$ cat config.mk
export PLATFORM = sky130hd
export DESIGN_NAME = uart_led_cmd_parser_flat
export DESIGN_NICKNAME = d
export VERILOG_FILES = /design/src/rtl/uart_led_cmd_parser_if.sv /design/src/rtl/uart_led_cmd_parser.sv /design/src/flat_wrapper.sv
export SDC_FILE = /design/constraint.sdc
export NUM_CORES = 1
export LEC_CHECK = 0
export CAP_MARGIN = 10
export CORE_MARGIN = 4
export CORE_UTILIZATION = 45
export DETAILED_ROUTE_END_ITERATION = 7
export PLACE_DENSITY = 0.64
export SLEW_MARGIN = 20
export SYNTH_ARGS = -nofsm -noshare
export SYNTH_HDL_FRONTEND = slang
export SYNTH_SLANG_ARGS = --single-unit
$ cat constraint.sdc
create_clock -name i_Clock -period 4.4 [get_ports i_Clock]
set_clock_uncertainty 0.05 [all_clocks]
set_input_delay 1.1 -clock i_Clock [delete_from_list [all_inputs] [get_ports i_Clock]]
set_output_delay 1.1 -clock i_Clock [all_outputs]
set_load 0.01 [all_outputs]
$ cat src/rtl/uart_led_cmd_parser_if.sv
// Byte-stream and LED-command signals between the UART receiver side and the packet parser.
// UART_LED_CMD_ACK_EN adds the acknowledge handshake toward the UART transmitter.
interface uart_led_cmd_parser_if;
  logic        i_Received;
  logic [7:0]  i_Data;
  logic        o_Write;
  logic [7:0]  o_Led_Addr;
  logic [23:0] o_Led_RGB;
  logic        o_Error;
  logic [7:0]  o_Err_Count;
  logic        o_Busy;
`ifdef UART_LED_CMD_ACK_EN
  logic        o_Ack_Start;
  logic [7:0]  o_Ack_Data;
  logic        i_Tx_Busy;

  modport master (
    output i_Received, i_Data, i_Tx_Busy,
    input  o_Write, o_Led_Addr, o_Led_RGB, o_Error, o_Err_Count, o_Busy,
           o_Ack_Start, o_Ack_Data
  );
  modport slave (
    input  i_Received, i_Data, i_Tx_Busy,
    output o_Write, o_Led_Addr, o_Led_RGB, o_Error, o_Err_Count, o_Busy,
           o_Ack_Start, o_Ack_Data
  );
`else
  modport master (
    output i_Received, i_Data,
    input  o_Write, o_Led_Addr, o_Led_RGB, o_Error, o_Err_Count, o_Busy
  );
  modport slave (
    input  i_Received, i_Data,
    output o_Write, o_Led_Addr, o_Led_RGB, o_Error, o_Err_Count, o_Busy
  );
`endif
endinterface

$ cat src/rtl/uart_led_cmd_parser.sv
// Frames 6-byte LED packets (SYNC,ADDR,R,G,B,CHK) from the UART rx flag and emits LED writes.
// Optional ack-byte handshake enabled by defining UART_LED_CMD_ACK_EN.
module uart_led_cmd_parser #(
  parameter int          NUM_LEDS       = 16,
  parameter logic [7:0]  SYNC_BYTE      = 8'hAA,
  parameter int          TIMEOUT_CYCLES = 80000
) (
  input logic               i_Clock,
  input logic               i_Reset_n,
  uart_led_cmd_parser_if.slave bus
);

  localparam logic [2:0] HUNT  = 3'd0;
  localparam logic [2:0] ADDR  = 3'd1;
  localparam logic [2:0] RED   = 3'd2;
  localparam logic [2:0] GREEN = 3'd3;
  localparam logic [2:0] BLUE  = 3'd4;
  localparam logic [2:0] CHECK = 3'd5;

  localparam int              CntW       = $clog2(TIMEOUT_CYCLES + 1);
  localparam logic [CntW-1:0] TimeoutMax = CntW'(TIMEOUT_CYCLES);
  localparam logic [8:0]      NumLedsW   = 9'(NUM_LEDS);

  logic            rx_q;
  logic [2:0]      state_q, state_d;
  logic [7:0]      addr_q, addr_d;
  logic [7:0]      red_q, red_d;
  logic [7:0]      green_q, green_d;
  logic [7:0]      blue_q, blue_d;
  logic [7:0]      chkAcc_q, chkAcc_d;
  logic [CntW-1:0] cnt_q, cnt_d;
  logic            write_q, write_d;
  logic            error_q, error_d;
  logic [7:0]      ledAddr_q, ledAddr_d;
  logic [23:0]     ledRgb_q, ledRgb_d;
  logic [7:0]      errCount_q, errCount_d;
  logic            byteStrobe;

  // rx_q resets high so a flag already up at reset release is not mistaken for a new byte
  assign byteStrobe = bus.i_Received & ~rx_q;

  always_comb begin
    state_d    = state_q;
    addr_d     = addr_q;
    red_d      = red_q;
    green_d    = green_q;
    blue_d     = blue_q;
    chkAcc_d   = chkAcc_q;
    ledAddr_d  = ledAddr_q;
    ledRgb_d   = ledRgb_q;
    errCount_d = errCount_q;
    write_d    = 1'b0;
    error_d    = 1'b0;

    // A byte arriving in the same cycle as the timeout takes priority over it
    if (byteStrobe || state_q == HUNT) begin
      cnt_d = '0;
    end else if (cnt_q == TimeoutMax) begin
      cnt_d   = '0;
      state_d = HUNT;
      error_d = 1'b1;
    end else begin
      cnt_d = cnt_q + CntW'(1);
    end

    if (byteStrobe) begin
      case (state_q)
        HUNT: if (bus.i_Data == SYNC_BYTE) state_d = ADDR;
        ADDR: begin
          addr_d   = bus.i_Data;
          chkAcc_d = bus.i_Data;
          state_d  = RED;
        end
        RED: begin
          red_d    = bus.i_Data;
          chkAcc_d = chkAcc_q ^ bus.i_Data;
          state_d  = GREEN;
        end
        GREEN: begin
          green_d  = bus.i_Data;
          chkAcc_d = chkAcc_q ^ bus.i_Data;
          state_d  = BLUE;
        end
        BLUE: begin
          blue_d   = bus.i_Data;
          chkAcc_d = chkAcc_q ^ bus.i_Data;
          state_d  = CHECK;
        end
        CHECK: begin
          state_d = HUNT;
          if (bus.i_Data == chkAcc_q && {1'b0, addr_q} < NumLedsW) begin
            ledAddr_d = addr_q;
            ledRgb_d  = {red_q, green_q, blue_q};
            write_d   = 1'b1;
          end else begin
            error_d = 1'b1;
          end
        end
        default: state_d = HUNT;
      endcase
    end

    if (error_d && errCount_q != 8'hFF) errCount_d = errCount_q + 8'd1;
  end

  always_ff @(posedge i_Clock or negedge i_Reset_n) begin
    if (!i_Reset_n) begin
      rx_q       <= 1'b1;
      state_q    <= HUNT;
      addr_q     <= '0;
      red_q      <= '0;
      green_q    <= '0;
      blue_q     <= '0;
      chkAcc_q   <= '0;
      cnt_q      <= '0;
      write_q    <= 1'b0;
      error_q    <= 1'b0;
      ledAddr_q  <= '0;
      ledRgb_q   <= '0;
      errCount_q <= '0;
    end else begin
      rx_q       <= bus.i_Received;
      state_q    <= state_d;
      addr_q     <= addr_d;
      red_q      <= red_d;
      green_q    <= green_d;
      blue_q     <= blue_d;
      chkAcc_q   <= chkAcc_d;
      cnt_q      <= cnt_d;
      write_q    <= write_d;
      error_q    <= error_d;
      ledAddr_q  <= ledAddr_d;
      ledRgb_q   <= ledRgb_d;
      errCount_q <= errCount_d;
    end
  end

  assign bus.o_Write     = write_q;
  assign bus.o_Error     = error_q;
  assign bus.o_Led_Addr  = ledAddr_q;
  assign bus.o_Led_RGB   = ledRgb_q;
  assign bus.o_Err_Count = errCount_q;
  assign bus.o_Busy      = (state_q != HUNT);

`ifdef UART_LED_CMD_ACK_EN
  logic       ackStart_q, ackStart_d;
  logic [7:0] ackData_q, ackData_d;

  // A fresh packet outcome overrides both a pending ack and the tx-busy release
  always_comb begin
    ackStart_d = ackStart_q;
    ackData_d  = ackData_q;
    if (ackStart_q && bus.i_Tx_Busy) ackStart_d = 1'b0;
    if (byteStrobe && state_q == CHECK) begin
      ackStart_d = 1'b1;
      ackData_d  = write_d ? 8'h06 : 8'h15;
    end
  end

  always_ff @(posedge i_Clock or negedge i_Reset_n) begin
    if (!i_Reset_n) begin
      ackStart_q <= 1'b0;
      ackData_q  <= '0;
    end else begin
      ackStart_q <= ackStart_d;
      ackData_q  <= ackData_d;
    end
  end

  assign bus.o_Ack_Start = ackStart_q;
  assign bus.o_Ack_Data  = ackData_q;
`endif

endmodule
$ cat src/flat_wrapper.sv
// flat-port wrapper written by rule: the top's interface ports become plain ports
module uart_led_cmd_parser_flat 
#(
  parameter int          NUM_LEDS       = 16,
  parameter logic [7:0]  SYNC_BYTE      = 8'hAA,
  parameter int          TIMEOUT_CYCLES = 80000
)
  (i_Clock, i_Reset_n, bus_i_Received, bus_i_Data, bus_o_Write, bus_o_Led_Addr, bus_o_Led_RGB, bus_o_Error, bus_o_Err_Count, bus_o_Busy);
  uart_led_cmd_parser_if bus_i ();
  input logic i_Clock;
  input logic i_Reset_n;
  input wire logic [$bits(bus_i.i_Received)-1:0] bus_i_Received;
  input wire logic [$bits(bus_i.i_Data)-1:0] bus_i_Data;
  output wire logic [$bits(bus_i.o_Write)-1:0] bus_o_Write;
  output wire logic [$bits(bus_i.o_Led_Addr)-1:0] bus_o_Led_Addr;
  output wire logic [$bits(bus_i.o_Led_RGB)-1:0] bus_o_Led_RGB;
  output wire logic [$bits(bus_i.o_Error)-1:0] bus_o_Error;
  output wire logic [$bits(bus_i.o_Err_Count)-1:0] bus_o_Err_Count;
  output wire logic [$bits(bus_i.o_Busy)-1:0] bus_o_Busy;
  assign bus_i.i_Received = bus_i_Received;
  assign bus_i.i_Data = bus_i_Data;
  assign bus_o_Write = bus_i.o_Write;
  assign bus_o_Led_Addr = bus_i.o_Led_Addr;
  assign bus_o_Led_RGB = bus_i.o_Led_RGB;
  assign bus_o_Error = bus_i.o_Error;
  assign bus_o_Err_Count = bus_i.o_Err_Count;
  assign bus_o_Busy = bus_i.o_Busy;
  uart_led_cmd_parser #(.NUM_LEDS(NUM_LEDS), .SYNC_BYTE(SYNC_BYTE), .TIMEOUT_CYCLES(TIMEOUT_CYCLES)) u_core (.i_Clock(i_Clock), .i_Reset_n(i_Reset_n), .bus(bus_i));
endmodule
### Zoomed window

Window x 65 to 95, y 12 to 42 µm. Cells in gray, sequential cells in the stronger gray; small squares are vias.
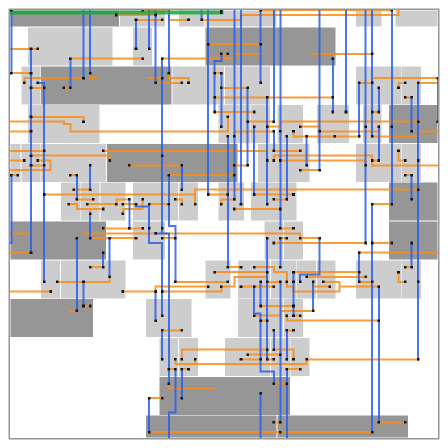
green -> metal 3
orange -> metal 1
blue -> metal 2
netlist names of flops here include = u_core.cnt_q (8)
sequential cells in the window = 8
most frequent = nor2_1 (15), dfrtp_1 (8)
cells with their middle in the window = 53

### Clock network drawn from the DEF

Bar = 20 µm.
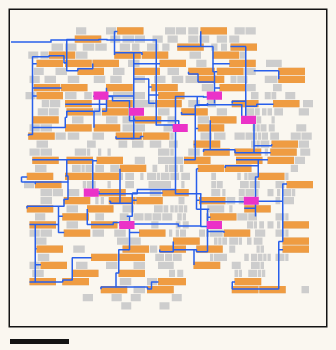
orange -> flip-flops  # count 103
magenta -> clock drivers  # count 9
blue -> clock wires  # length 1190 µm
flops lie = widely spread

### Drive-strength map

Bar = 20 µm.
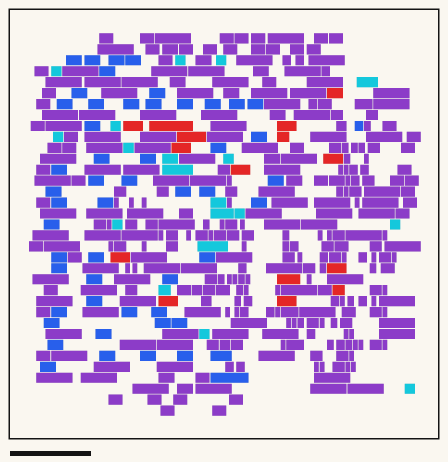
red -> _6 and larger  # cells 15, share 3.7%, most used clkbuf_8
purple -> _0 and _1 cells  # cells 315, share 78%, most used dfrtp_1
cyan -> _3 and _4 cells  # cells 19, share 4.7%, most used buf_4
blue -> _2 cells  # cells 53, share 13%, most used mux2_2

==> Slide: Implementation Results <==
Physical Implementation Snapshot

Worst setup path
  – Critical path endpoint category: register
  – Reg2reg start: u_core.addr_q[7]$_DFFE_PN0P_
  – Crit path from: bus_i_Data[6]
  – CP max stage delay: 0.62 ns
  – Critical path's slowest cell: clkdlybuf4s50_1
  – Setup crit end: u_core.bus.o_Led_Addr[1]$_DFFE_PN0P_
  – Crit path kind: input pin to register

Global routing
  – GR Util met2: 0.260
  – Grt met3 use: 0.0540
  – First-pass GRT wire length: 14.2 mm
  – M1 GR Usage: 0.211
  – Tot GR Track Use: 0.161
  – GRT Max-Usage Layer: met2

Final layout
  – Synthesis-to-layout area growth: 21.9%
  – Sequential fraction of total cell area: 0.486
  – Signal buffers: 64
  – ClkCell Share: 0.0406
  – Layout cells sized above 1: 0.216
  – Final nets: 411
  – Util after Layout: 0.569
  – Comb gates: 214
  – Sequential cells: 103

Clocking
  – Clk buf depth: 2
  – CTS tree: done
  – H-tree depth: 3
  – TritonCTS Sinks: 103

Logic synthesis
  – Syn nets: 345
  – Yosys reg bits: 103
  – Unique cell types: 42
  – Main area contributors: dfrtp_1 (59%), mux2_2 (13%), xor2_1 (5.6%)
  – Ys cells: 331
  – Yosys warnings: 0
  – Yosys Chip Area: 0.00435 mm²

Status
  – Run status: completed

Drt
  – Highest Signal Layer: met4
  – Drt first pass iters: 4

Timing
  – Hold violation total from the final report: 0
  – Slew headroom: 0.510
  – Final TNS setup: 0 ns
  – RSZ-0062 raised after global routing: no
  – Max Clock Freq: 0.319 GHz
  – Least-Margin Pin Slew: 0.733 ns

Place
  – PortBufs: 53
  – GP Congestion: 0.788
  – Pre-CTS WS: 0.829 ns

Floorplan
  – # IOs: 54
  – Core area: 0.00933 mm²

Power and ir drop
  – Total power: 2.38 mW

Flow run
  – Log Warnings: 27
==> synth_stat cells, drive strengths merged <==
master,number
dfrtp,102
mux2,61
nand2,29
xor2,28
nor2,24
nand3,11
xnor2,9
and3,6
clkbuf,5
inv,5
nor2b,5
nor4bb,5
buf,4
nor3,4
nor4,4
o21ai,4
ha,3
nand4,3
a21oi,2
nand4b,2
or3,2
a2111oi,1
a21boi,1
a21o,1
and2,1
and4,1
and4b,1
dfstp,1
nand2b,1
nor3b,1
nor4b,1
o31ai,1
o41a,1
or4,1
==> logic make-up (layout without fill, tap and decap cells) <==
family,after synthesis,count (layout),share of synthesized area
flops,103,103,0.593
simple gates,102,102,0.131
mux,61,61,0.159
xor+xnor,37,37,0.0745
buf+inv,14,85,0.0147
compound gates,11,11,0.0193
fa+ha+maj,3,3,0.00863
Power and IR drop assume default switching activity.
